<file path="config.mk">
export PLATFORM = sky130hd
export DESIGN_NAME = frame_parser_pgen_flat
export DESIGN_NICKNAME = d
export VERILOG_FILES = /design/src/rtl/frame_parser_pgen_if.sv /design/src/rtl/frame_parser_pgen.sv /design/src/flat_wrapper.sv
export SDC_FILE = /design/constraint.sdc
export NUM_CORES = 1
export LEC_CHECK = 0
export ABC_AREA = 1
export CAP_MARGIN = 20
export CORE_UTILIZATION = 30
export CTS_CLUSTER_SIZE = 10
export DETAILED_ROUTE_END_ITERATION = 8
export HOLD_SLACK_MARGIN = 0.08
export RECOVER_POWER = 50
export SYNTH_ARGS = -nofsm -noshare
export SYNTH_HDL_FRONTEND = slang
export SYNTH_SLANG_ARGS = --single-unit
</file>
<file path="constraint.sdc">
create_clock -name clk_in -period 7.42 [get_ports clk_in]
set_input_delay 1.484 -clock clk_in [delete_from_list [all_inputs] [get_ports clk_in]]
set_output_delay 1.484 -clock clk_in [all_outputs]
set_load 0.02 [all_outputs]
</file>
<file path="src/rtl/frame_parser_pgen_if.sv">
// Port bundle between the input capture stage, the frame parser and the
// per-channel serialisers. The parser is the slave; the environment is the master.
interface frame_parser_pgen_if #(
  parameter int DW     = 16,
  parameter int NUM_CH = 8
);
  logic [DW-1:0]     in_data;
  logic              in_valid;
  logic              in_ready;
  logic [DW-1:0]     out_data;
  logic [NUM_CH-1:0] out_ch_mask;
  logic              out_valid;
  logic              out_ready;
  logic              out_last;
  logic              crc_ok;
  logic              crc_err;
  logic              fmt_err;

  modport master (
    output in_data, in_valid, out_ready,
    input  in_ready, out_data, out_ch_mask, out_valid, out_last,
           crc_ok, crc_err, fmt_err
  );

  modport slave (
    input  in_data, in_valid, out_ready,
    output in_ready, out_data, out_ch_mask, out_valid, out_last,
           crc_ok, crc_err, fmt_err
  );
endinterface

</file>
<file path="src/rtl/frame_parser_pgen.sv">
// Frame parser: header / channel word / payload / CRC16-CCITT / trailer framing.
// Payload is buffered and released on a valid/ready stream only after the CRC passes.
module frame_parser_pgen #(
  parameter int              DW        = 16,
  parameter int              NUM_CH    = 8,
  parameter int              MAX_WORDS = 8,
  parameter int              LEN_W     = $clog2(MAX_WORDS),
  parameter logic [2*DW-1:0] HEADER    = 32'hE0E0E0E0,
  parameter logic [2*DW-1:0] TRAILER   = 32'h0E0E0E0E,
  parameter bit              GRAY_EN   = 1'b1,
  parameter int              TIMEOUT   = 64
) (
  input logic                clk_in,
  input logic                rst,
  frame_parser_pgen_if.slave bus
);

  localparam int            IDLE_W = $clog2(TIMEOUT + 1);
  localparam logic [DW-1:0] HDR_HI = HEADER[2*DW-1:DW];
  localparam logic [DW-1:0] HDR_LO = HEADER[DW-1:0];
  localparam logic [DW-1:0] TRL_HI = TRAILER[2*DW-1:DW];
  localparam logic [DW-1:0] TRL_LO = TRAILER[DW-1:0];

  typedef enum logic [2:0] {
    ST_IDLE    = 3'd0,
    ST_HDR2    = 3'd1,
    ST_CHAN    = 3'd2,
    ST_PAYLOAD = 3'd3,
    ST_CRC     = 3'd4,
    ST_TRL1    = 3'd5,
    ST_TRL2    = 3'd6,
    ST_DRAIN   = 3'd7
  } state_t;

  state_t              state_r;
  state_t              state_nx_s;
  logic                accept_s;
  logic                out_hs_s;
  logic                timeout_s;
  logic                fmt_err_s;
  logic                crc_ok_s;
  logic                crc_err_s;
  logic [NUM_CH-1:0]   chan_mask_s;
  logic [LEN_W-1:0]    chan_len_s;

  logic                in_ready_r;
  logic [NUM_CH-1:0]   mask_r;
  logic [LEN_W-1:0]    len_m1_r;
  logic [LEN_W-1:0]    cnt_r;
  logic [LEN_W-1:0]    rd_cnt_r;
  logic [15:0]         crc_r;
  logic                crc_match_r;
  logic [IDLE_W-1:0]   idle_cnt_r;
  logic [DW-1:0]       buf_r [MAX_WORDS];
  logic [DW-1:0]       out_data_r;
  logic [NUM_CH-1:0]   out_ch_mask_r;
  logic                out_valid_r;
  logic                out_last_r;
  logic                crc_ok_r;
  logic                crc_err_r;
  logic                fmt_err_r;

  // CRC16-CCITT (poly 0x1021), MSB first, one DW-bit word per call
  function automatic logic [15:0] crc16_upd(input logic [15:0] crc, input logic [DW-1:0] d);
    logic [15:0] c;
    logic        fb;
    c = crc;
    for (int i = DW - 1; i >= 0; i--) begin
      fb = c[15] ^ d[i];
      c  = {c[14:0], 1'b0} ^ (fb ? 16'h1021 : 16'h0000);
    end
    return c;
  endfunction

  function automatic logic [DW-1:0] out_code(input logic [DW-1:0] w);
    if (GRAY_EN) begin
      return w ^ (w >> 1);
    end else begin
      return w;
    end
  endfunction

  assign accept_s    = bus.in_valid && in_ready_r;
  assign out_hs_s    = out_valid_r && bus.out_ready;
  assign timeout_s   = !bus.in_valid && (idle_cnt_r == IDLE_W'(TIMEOUT - 1));
  assign chan_mask_s = bus.in_data[NUM_CH-1:0];
  assign chan_len_s  = bus.in_data[NUM_CH+LEN_W-1:NUM_CH];

  // Next-state decode and one-cycle status requests
  always_comb begin
    state_nx_s = state_r;
    fmt_err_s  = 1'b0;
    crc_ok_s   = 1'b0;
    crc_err_s  = 1'b0;
    case (state_r)
      ST_IDLE: begin
        if (accept_s && bus.in_data == HDR_HI) begin
          state_nx_s = ST_HDR2;
        end else begin
          state_nx_s = ST_IDLE;
        end
      end
      ST_DRAIN: begin
        if (out_hs_s && out_last_r) begin
          state_nx_s = ST_IDLE;
        end else begin
          state_nx_s = ST_DRAIN;
        end
      end
      default: begin
        if (timeout_s) begin
          state_nx_s = ST_IDLE;
          fmt_err_s  = 1'b1;
        end else if (accept_s) begin
          case (state_r)
            ST_HDR2: begin
              if (bus.in_data == HDR_LO) begin
                state_nx_s = ST_CHAN;
              end else if (bus.in_data == HDR_HI) begin
                state_nx_s = ST_HDR2;
              end else begin
                state_nx_s = ST_IDLE;
              end
            end
            ST_CHAN: begin
              if (bus.in_data == HDR_LO) begin
                state_nx_s = ST_CHAN;
              end else if (chan_mask_s == {NUM_CH{1'b0}}) begin
                state_nx_s = ST_IDLE;
                fmt_err_s  = 1'b1;
              end else begin
                state_nx_s = ST_PAYLOAD;
              end
            end
            ST_PAYLOAD: begin
              if (cnt_r == len_m1_r) begin
                state_nx_s = ST_CRC;
              end else begin
                state_nx_s = ST_PAYLOAD;
              end
            end
            ST_CRC: state_nx_s = ST_TRL1;
            ST_TRL1: begin
              if (bus.in_data == TRL_HI) begin
                state_nx_s = ST_TRL2;
              end else begin
                state_nx_s = ST_IDLE;
                fmt_err_s  = 1'b1;
              end
            end
            ST_TRL2: begin
              if (bus.in_data != TRL_LO) begin
                state_nx_s = ST_IDLE;
                fmt_err_s  = 1'b1;
              end else if (crc_match_r) begin
                state_nx_s = ST_DRAIN;
                crc_ok_s   = 1'b1;
              end else begin
                state_nx_s = ST_IDLE;
                crc_err_s  = 1'b1;
              end
            end
            default: state_nx_s = ST_IDLE;
          endcase
        end else begin
          state_nx_s = state_r;
        end
      end
    endcase
  end

  // State register, input handshake, status pulses and mid-frame idle counter
  always_ff @(posedge clk_in or posedge rst) begin
    if (rst) begin
      state_r    <= ST_IDLE;
      in_ready_r <= 1'b1;
      crc_ok_r   <= 1'b0;
      crc_err_r  <= 1'b0;
      fmt_err_r  <= 1'b0;
      idle_cnt_r <= {IDLE_W{1'b0}};
    end else begin
      state_r    <= state_nx_s;
      in_ready_r <= (state_nx_s != ST_DRAIN);
      crc_ok_r   <= crc_ok_s;
      crc_err_r  <= crc_err_s;
      fmt_err_r  <= fmt_err_s;
      if (state_nx_s == ST_IDLE || state_nx_s == ST_DRAIN || accept_s) begin
        idle_cnt_r <= {IDLE_W{1'b0}};
      end else if (!bus.in_valid) begin
        idle_cnt_r <= idle_cnt_r + IDLE_W'(1);
      end
    end
  end

  // Frame context: channel word fields, write pointer, running CRC and verdict
  always_ff @(posedge clk_in or posedge rst) begin
    if (rst) begin
      mask_r      <= {NUM_CH{1'b0}};
      len_m1_r    <= {LEN_W{1'b0}};
      cnt_r       <= {LEN_W{1'b0}};
      crc_r       <= 16'h0000;
      crc_match_r <= 1'b0;
    end else if (accept_s) begin
      case (state_r)
        ST_CHAN: begin
          if (bus.in_data != HDR_LO) begin
            mask_r   <= chan_mask_s;
            len_m1_r <= chan_len_s;
            cnt_r    <= {LEN_W{1'b0}};
            crc_r    <= 16'h0000;
          end
        end
        ST_PAYLOAD: begin
          crc_r <= crc16_upd(crc_r, bus.in_data);
          cnt_r <= cnt_r + LEN_W'(1);
        end
        ST_CRC:  crc_match_r <= (bus.in_data == DW'(crc_r));
        default: crc_match_r <= crc_match_r;
      endcase
    end
  end

  // Payload buffer; contents are don't-care after reset
  always_ff @(posedge clk_in) begin
    if (accept_s && state_r == ST_PAYLOAD) begin
      buf_r[cnt_r] <= bus.in_data;
    end
  end

  // Output stage: a word stays presented until the downstream handshake
  always_ff @(posedge clk_in or posedge rst) begin
    if (rst) begin
      out_data_r    <= {DW{1'b0}};
      out_ch_mask_r <= {NUM_CH{1'b0}};
      out_valid_r   <= 1'b0;
      out_last_r    <= 1'b0;
      rd_cnt_r      <= {LEN_W{1'b0}};
    end else if (state_r == ST_DRAIN) begin
      if (!out_valid_r || (bus.out_ready && !out_last_r)) begin
        out_data_r    <= out_code(buf_r[rd_cnt_r]);
        out_ch_mask_r <= mask_r;
        out_valid_r   <= 1'b1;
        out_last_r    <= (rd_cnt_r == len_m1_r);
        rd_cnt_r      <= rd_cnt_r + LEN_W'(1);
      end else if (bus.out_ready) begin
        out_valid_r <= 1'b0;
        out_last_r  <= 1'b0;
      end
    end else begin
      out_valid_r <= 1'b0;
      out_last_r  <= 1'b0;
      rd_cnt_r    <= {LEN_W{1'b0}};
    end
  end

  assign bus.in_ready    = in_ready_r;
  assign bus.out_data    = out_data_r;
  assign bus.out_ch_mask = out_ch_mask_r;
  assign bus.out_valid   = out_valid_r;
  assign bus.out_last    = out_last_r;
  assign bus.crc_ok      = crc_ok_r;
  assign bus.crc_err     = crc_err_r;
  assign bus.fmt_err     = fmt_err_r;

endmodule

</file>
<file path="src/flat_wrapper.sv">
// flat-port wrapper written by rule: the top's interface ports become plain ports
module frame_parser_pgen_flat 
#(
  parameter int              DW        = 16,
  parameter int              NUM_CH    = 8,
  parameter int              MAX_WORDS = 8,
  parameter int              LEN_W     = $clog2(MAX_WORDS),
  parameter logic [2*DW-1:0] HEADER    = 32'hE0E0E0E0,
  parameter logic [2*DW-1:0] TRAILER   = 32'h0E0E0E0E,
  parameter bit              GRAY_EN   = 1'b1,
  parameter int              TIMEOUT   = 64
)
  (clk_in, rst, bus_in_data, bus_in_valid, bus_out_ready, bus_in_ready, bus_out_data, bus_out_ch_mask, bus_out_valid, bus_out_last, bus_crc_ok, bus_crc_err, bus_fmt_err);
  frame_parser_pgen_if #(.DW(DW), .NUM_CH(NUM_CH)) bus_i ();
  input logic clk_in;
  input logic rst;
  input wire logic [$bits(bus_i.in_data)-1:0] bus_in_data;
  input wire logic [$bits(bus_i.in_valid)-1:0] bus_in_valid;
  input wire logic [$bits(bus_i.out_ready)-1:0] bus_out_ready;
  output wire logic [$bits(bus_i.in_ready)-1:0] bus_in_ready;
  output wire logic [$bits(bus_i.out_data)-1:0] bus_out_data;
  output wire logic [$bits(bus_i.out_ch_mask)-1:0] bus_out_ch_mask;
  output wire logic [$bits(bus_i.out_valid)-1:0] bus_out_valid;
  output wire logic [$bits(bus_i.out_last)-1:0] bus_out_last;
  output wire logic [$bits(bus_i.crc_ok)-1:0] bus_crc_ok;
  output wire logic [$bits(bus_i.crc_err)-1:0] bus_crc_err;
  output wire logic [$bits(bus_i.fmt_err)-1:0] bus_fmt_err;
  assign bus_i.in_data = bus_in_data;
  assign bus_i.in_valid = bus_in_valid;
  assign bus_i.out_ready = bus_out_ready;
  assign bus_in_ready = bus_i.in_ready;
  assign bus_out_data = bus_i.out_data;
  assign bus_out_ch_mask = bus_i.out_ch_mask;
  assign bus_out_valid = bus_i.out_valid;
  assign bus_out_last = bus_i.out_last;
  assign bus_crc_ok = bus_i.crc_ok;
  assign bus_crc_err = bus_i.crc_err;
  assign bus_fmt_err = bus_i.fmt_err;
  frame_parser_pgen #(.DW(DW), .NUM_CH(NUM_CH), .MAX_WORDS(MAX_WORDS), .LEN_W(LEN_W), .HEADER(HEADER), .TRAILER(TRAILER), .GRAY_EN(GRAY_EN), .TIMEOUT(TIMEOUT)) u_core (.clk_in(clk_in), .rst(rst), .bus(bus_i));
endmodule
</file>
Figure 1. Routed clock nets over the placement (run 1).
Scale bar: 50 um.
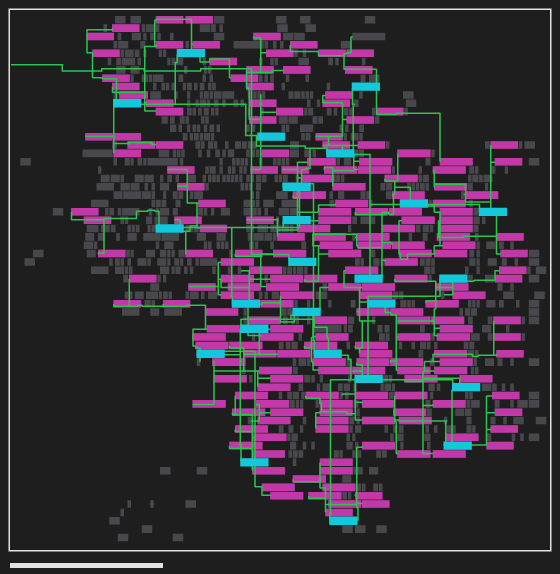
- clock wires: green (length 2680 um)
- clock-net drivers: cyan (count 24)
- flip-flops: magenta (count 202)
- routed clock nets: 25

Figure 2. Routing congestion map (run 1).
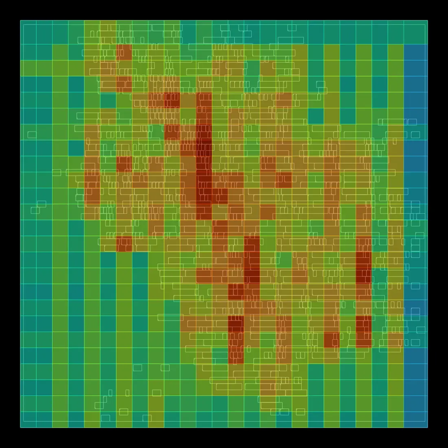
final core utilization: 36.3%
WL per Instance: 16.3 um
M2 GR Usage: 24.1%

==> results.json, run 1 <==
{
  "status": "complete, but fails checks",
  "violations": "max-capacitance violations, max-slew violations",
  "tritoncts.num_buffers": 24,
  "power.switching_mw": 0.504,
  "tightest_slew_ns": 1.80,
  "num_rows": 63,
  "clkLatencyLatePin_ns": 0.51,
  "synth_flops": 202,
  "ys_warn_count": 0,
  "synth-main-ff-cell": "edfxtp_1",
  "fill_cells": 2929,
  "tns_ns": 0,
  "clk_path_buf_depth": 3,
  "warnings": 26,
  "reg2reg_slack_ns": 4.20,
  "finalNetCount": 946,
  "synth_top_cell_by_area": "edfxtp_1",
  "fp_nets": 886,
  "reg2reg_depth": 7,
  "ir_drop_uv": 138,
  "grt_pass1_vias": 6099,
  "postCtsSetupBuffers": 0,
  "coreArea_um2": 29700,
  "drc": 0,
  "synthTopCellsByCount": "nand2_1, edfxtp_1, nor2_1",
  "clock-sinks": 202,
  "startpoint_type": "input port",
  "area_leaders": "edfxtp_1, dfrtp_1, nand2_1",
  "gp_congestion": 0.804,
  "p_int_mw": 1.89,
  "synth-edff-count": 128,
  "slew_headroom_pct": -19.8,
  "yosys-stat-cells": 863,
  "h-tree-depth": 1,
  "finalWorstSetupSlack_ns": 3.09,
  "comb_power_share_pct": 4.4,
  "final_layout_size_suffix_gt1_share_pct": 7.98,
  "synth_cells": 863,
  "crit_end": "u_core.buf_r[1][8]$_DFFE_PP_",
  "rsz0062_at_grt": "false",
  "final.setup_skew_ns": 0.0150,
  "die_h_um": 176,
  "required_ns": 7.62,
  "clkPwrFrac_pct": 45.5,
  "cts-root-buf": "clkbuf_16",
  "max_freq_mhz": 231,
  "whs_endpoint": "u_core.bus.out_ch_mask[7]$_DFFE_PP0P_",
  "setup_viol": 0,
  "maxCapViolCount": 1,
  "grt_pass1_wl_mm": 34.1,
  "end_kind": "register",
  "synth_top_area_share_pct": 42.4,
  "die_area_um2": 30900,
  "post-place-ws_ns": 2.57,
  "power_density_nw_per_um2": 222,
  "ant_nets": 0,
  "initialDrtViolationCount": 512,
  "synthesis.area_um2": 9070,
  "seqPwrFrac_pct": 50.1,
  "finalHoldViolations": 0,
  "overflow": 0,
  "initCoreUtil_pct": 30.5,
  "seq_area_um2": 5700,
  "die_width_um": 176,
  "diodes": 0,
  "clk_pin_slew_ns": 0.05,
  "antenna_found_initial": 0,
  "cts_hold_buf": 0,
  "areaGrowthSynthToFinish_pct": 18.8,
  "comb_area_um2": 3040,
  "drt_first_pass_iters": 5,
  "drv_slew": 45,
  "critPathLaunch": "bus_in_valid",
  "worstPathMaxFanout": 11,
  "portBuffers": 49,
  "io_pins": 50,
  "top_cell": "nand2_1",
  "r2r_end": "u_core.buf_r[1][8]$_DFFE_PP_"
}
Figure 3. Signal wires on met2 (run 1).
Cells faint in the background.
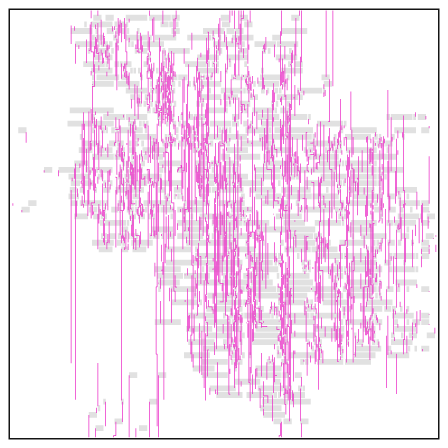
- main direction: vertical
- longest straight run: 96.9 um
- wire length on this layer: 10500 um
- share of all routed wire: 48%
total wire length: 21.7 mm
Vias: 6247

-- run 1: routing by layer --
metal / routed length (um) / share of wire [%] / GRT usage [%] / up-vias
li1: - / - / - / 3038
met1: 9790 / 45 / 19.1 / 3033
met2: 10500 / 48 / 24.1 / 145
met3: 1010 / 4.6 / 2.08 / 31
met4: 383 / 1.8 / 3.84 / 0
met5: 0 / 0 / 0 / -
-- run 1: layout make-up --
| cell class | count | area share, % |
|---|---|---|
| Multi-Input combinational cell | 572 | 28.2 |
| Inverter | 55 | 1.93 |
| Clock inverter | 1 | 0.279 |
| Clock buffer | 42 | 6.40 |
| Tap cell | 390 | 4.53 |
| Timing Repair Buffer | 68 | 5.78 |
| Sequential cell | 202 | 52.9 |
-- run 1: registers in the layout, indices dropped and copies added (netlist names), 3 cells and up --
| name | flops |
|---|---|
| u_core.crc_r | 16 |
| u_core.idle_cnt_r | 7 |
| u_core.buf_r | 128 |
| u_core.state_r | 3 |
| u_core.len_m1_r | 3 |
| u_core.mask_r | 8 |
| u_core.rd_cnt_r | 3 |
| u_core.bus.out_data | 16 |
| u_core.bus.out_ch_mask | 8 |
| u_core.cnt_r | 3 |
-- run 1: cell families (layout without fill, tap and decap cells) --
family	after synthesis	count (layout)	share of synthesized area, %
mux	1	1	0.110
fa+ha+maj	3	3	0.414
xor+xnor	67	67	7.71
compound gates	160	160	9.46
simple gates	341	341	15.5
buf+inv	89	166	4.04
flops	202	202	62.8
-- run 1: worst max-delay path, cell delays in order --
cell	delay, ns
clkdlybuf4s50_1	0.62
nand2_2	0.19
inv_1	0.19
nand2_1	0.26
inv_1	0.41
nand2_1	0.26
nor2_1	0.78
buf_4	0.32
-- run 1: layout by cell type, fill, tap and decap left out, drive strengths merged, types with 18 or more instances in the layout --
cell             n
clkbuf          51
clkdlybuf4s50   31
dfrtp           73
dlygate4sd3     18
edfxtp         128
inv             52
nand2          190
nand3           20
nor2           112
o21ai          119
o22ai           31
xnor2           33
xor2            34
-- run 1: metrics by stage --
| stage | std cells | power (mW) | cell area (um^2) | utilization (%) |
|---|---|---|---|---|
| CTS | 1328 | 2.43 | 10800 | 36.3 |
| global placement | 1285 | 1.33 | 10100 | 33.8 |
| global route | 1330 | 2.48 | 10800 | 36.3 |
| floorplan | 863 | 1.28 | 9070 | - |
| detailed placement | 1285 | 1.33 | 10100 | 33.8 |
| finish | 1330 | 2.39 | 10800 | 36.3 |
-- run 1: power groups by stage --
stage,clock network (mW),logic [mW],registers (mW)
after floorplan,0,0.0612,1.22
after global placement,0,0.108,1.22
after detailed placement,0,0.109,1.22
after CTS,1.12,0.110,1.20
after global routing,1.17,0.117,1.20
final,1.09,0.106,1.20
==> run 1 -> run 2 <==
==> constraint.sdc (replaced) <==
create_clock -name clk_in -period 3.8 [get_ports clk_in]
set_input_delay 0.76 -clock clk_in [delete_from_list [all_inputs] [get_ports clk_in]]
set_output_delay 0.76 -clock clk_in [all_outputs]
set_load 0.02 [all_outputs]
Figure 4. Signal wires on met2 (run 2).
Cells faint in the background.
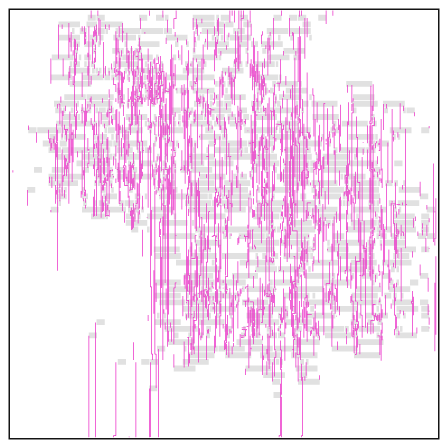
- wire length on this layer: 10600 um
- longest straight run: 72.8 um
- nets with wire on the layer: 762
- share of all routed wire: 47%
- main direction: vertical
total wire length: 22.6 mm
M2 GR Usage: 24.3%

Figure 5. Routed clock nets over the placement (run 2).
Scale bar: 50 um.
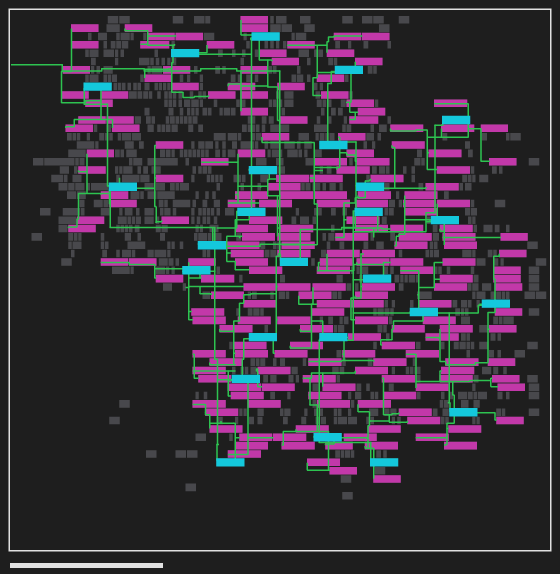
- flip-flops: magenta (count 202)
- clock-net drivers: cyan (count 25)
- clock wires: green (length 2600 um)
- routed clock nets: 26
clock power share: 45.1%
Worst Skew: 0.0230 ns
worst skew pair latency: 0.52 ns
clock group total power: 2.10 mW

==> run 2 against run 1 <==
Net effect:
- the flow still finishes with violations (max-capacitance violations, max-slew violations)
- cell area grew 0.30%
- count of clock-buffer cells in the layout shrank 1
- area after synthesis is the same
- synthesized cell count is the same
- die size is the same
- clock skew grew 0.0080 ns
- combinational power grew 100%
- highest routed layer unchanged
==> results.json, run 2 <==
{
  "status": "complete, but fails checks",
  "violations": "max-capacitance violations, max-slew violations",
  "tns_ns": 0,
  "cp_num_buf_inv": 3,
  "topCombFamilyByArea": "simple AND/OR/NAND/NOR gates",
  "h-tree-depth": 1,
  "whs_endpoint": "u_core.bus.out_ch_mask[7]$_DFFE_PP0P_",
  "maxCapViolCount": 1,
  "crit_path_max_incr_delay_ns": 0.65,
  "required_ns": 4.23,
  "final_cell_mix": "nand2_1, edfxtp_1, nor2_1, o21ai_0, dfrtp_1",
  "rsz0062_at_grt": "false",
  "fill_cells": 2951,
  "io_pins": 50,
  "initCoreUtil_pct": 30.5,
  "clock-sinks": 202,
  "dr_total_vias": 6409,
  "top_register": "u_core.buf_r",
  "drc": 0,
  "total_power_mw": 4.66,
  "yosys-stat-cells": 863,
  "synth_cells": 863,
  "drv_slew": 41,
  "dp.cells": 1299,
  "place_area_um2": 10200,
  "synth-simple-area-share_pct": 15.5,
  "grt_pass1_wl_mm": 35.7,
  "postCtsSetupBuffers": 0,
  "critPathTopFamily": "buffers and inverters",
  "cts_hold_buf": 0,
  "overflow": 0,
  "worstPathMaxFanout": 11,
  "synth-edff-count": 128,
  "die_area_um2": 30900,
  "tritoncts.num_buffers": 25,
  "areaGrowthSynthToFinish_pct": 19.1,
  "cp_cell_sequence": "dlygate4sd3_1 > clkbuf_1 > nand4_1 > nor2_1 > nand3_1 > nand3_1 > nand2_1 > nand2_1 > nand2_1 > nand2_1 > inv_1 > nand2_1 > nand3_2 > nor2_1",
  "diodes": 0,
  "final_cells": 1344,
  "lay_top_count": "nand2_1",
  "final_core_utilization_pct": 36.4,
  "portBuffers": 49,
  "coreArea_um2": 29700,
  "aoi_share_pct": 9.46,
  "synthesis.area_um2": 9070,
  "clk_path_buf_depth": 3,
  "startpoint_type": "input port",
  "post-place-ws_ns": 0.604,
  "area_leaders": "edfxtp_1, dfrtp_1, nand2_1",
  "fp_nets": 886,
  "synthTopCellsByCount": "nand2_1, edfxtp_1, nor2_1",
  "crit_top_cell": "nand2_1",
  "clk_pin_slew_ns": 0.05,
  "fa_ha_area_share_pct": 0.414,
  "cts-root-buf": "clkbuf_16"
}
==> run 2: cell types whose count changed in the layout (fill, tap and decap cells not counted), moves of 2 or more <==
cell      delta
o21ai_0      -2
clkinv_2     +2
o21ai_1      +2
clkbuf_1     +3
buf_4        +8
==> run 2: power by group <==
part           internal [mW]  leakage (nW)  switching (mW)  total (mW)
registers               2.34          2.14       0.0000211        2.34
logic                 0.0672          1.74           0.145       0.212
clock network           1.24         0.350           0.860        2.10
==> run 2: logic make-up after synthesis <==
| group | Yosys count |
|---|---|
| AND/OR/NAND/NOR | 341 |
| AND-OR/OR-AND | 160 |
| XOR/XNOR | 67 |
| adder cells (fa/ha/maj) | 3 |
| flip-flops | 202 |
| multiplexers | 1 |
| buffers and inverters | 89 |
==> run 2: worst max-delay path by stage <==
stage	startpoint	to	slack, ns	depth (start not counted)
after detailed placement	bus_in_valid	u_core.buf_r[7][11]$_DFFE_PP_	0.60	8
after global routing	bus_in_data[3]	u_core.idle_cnt_r[1]$_DFFE_PP0P_	0.65	14
final	bus_in_data[3]	u_core.idle_cnt_r[1]$_DFFE_PP0P_	0.94	14
after floorplan	bus_in_valid	u_core.buf_r[2][0]$_DFFE_PP_	0.54	8
after CTS	bus_in_valid	u_core.buf_r[7][12]$_DFFE_PP_	1.13	8
after global placement	bus_in_valid	u_core.buf_r[7][7]$_DFFE_PP_	0.61	8
==> run 2: cell type report <==
cell class	instances	area [um^2]	area share (%)
sequential	202	5700	52.7
clock buffer	41	696	6.44
clock inverter	4	25.0	0.232
multi-input combinational	572	3020	28.0
tap	390	488	4.52
inverter	55	208	1.92
timing repair buffer	80	668	6.18
==> run 2: routing by layer <==
layer | routed length, um | track usage [%] | vias up
li1 | - | - | 3066
met1 | 10300 | 20.9 | 3094
met2 | 10600 | 24.3 | 213
met3 | 1220 | 2.32 | 36
met4 | 510 | 3.88 | 0
met5 | 0 | 0 | -
==> run 2: worst reg2reg max path, delay by kind of cell (launching register included) <==
kind	cells	cell delay, ns
flip-flops	1	0.49
AND/OR/NAND/NOR	2	0.84
buffers and inverters	4	0.88
AND-OR/OR-AND	1	0.41
Power figures rest on the tool's default switching activity, not on a simulated workload.
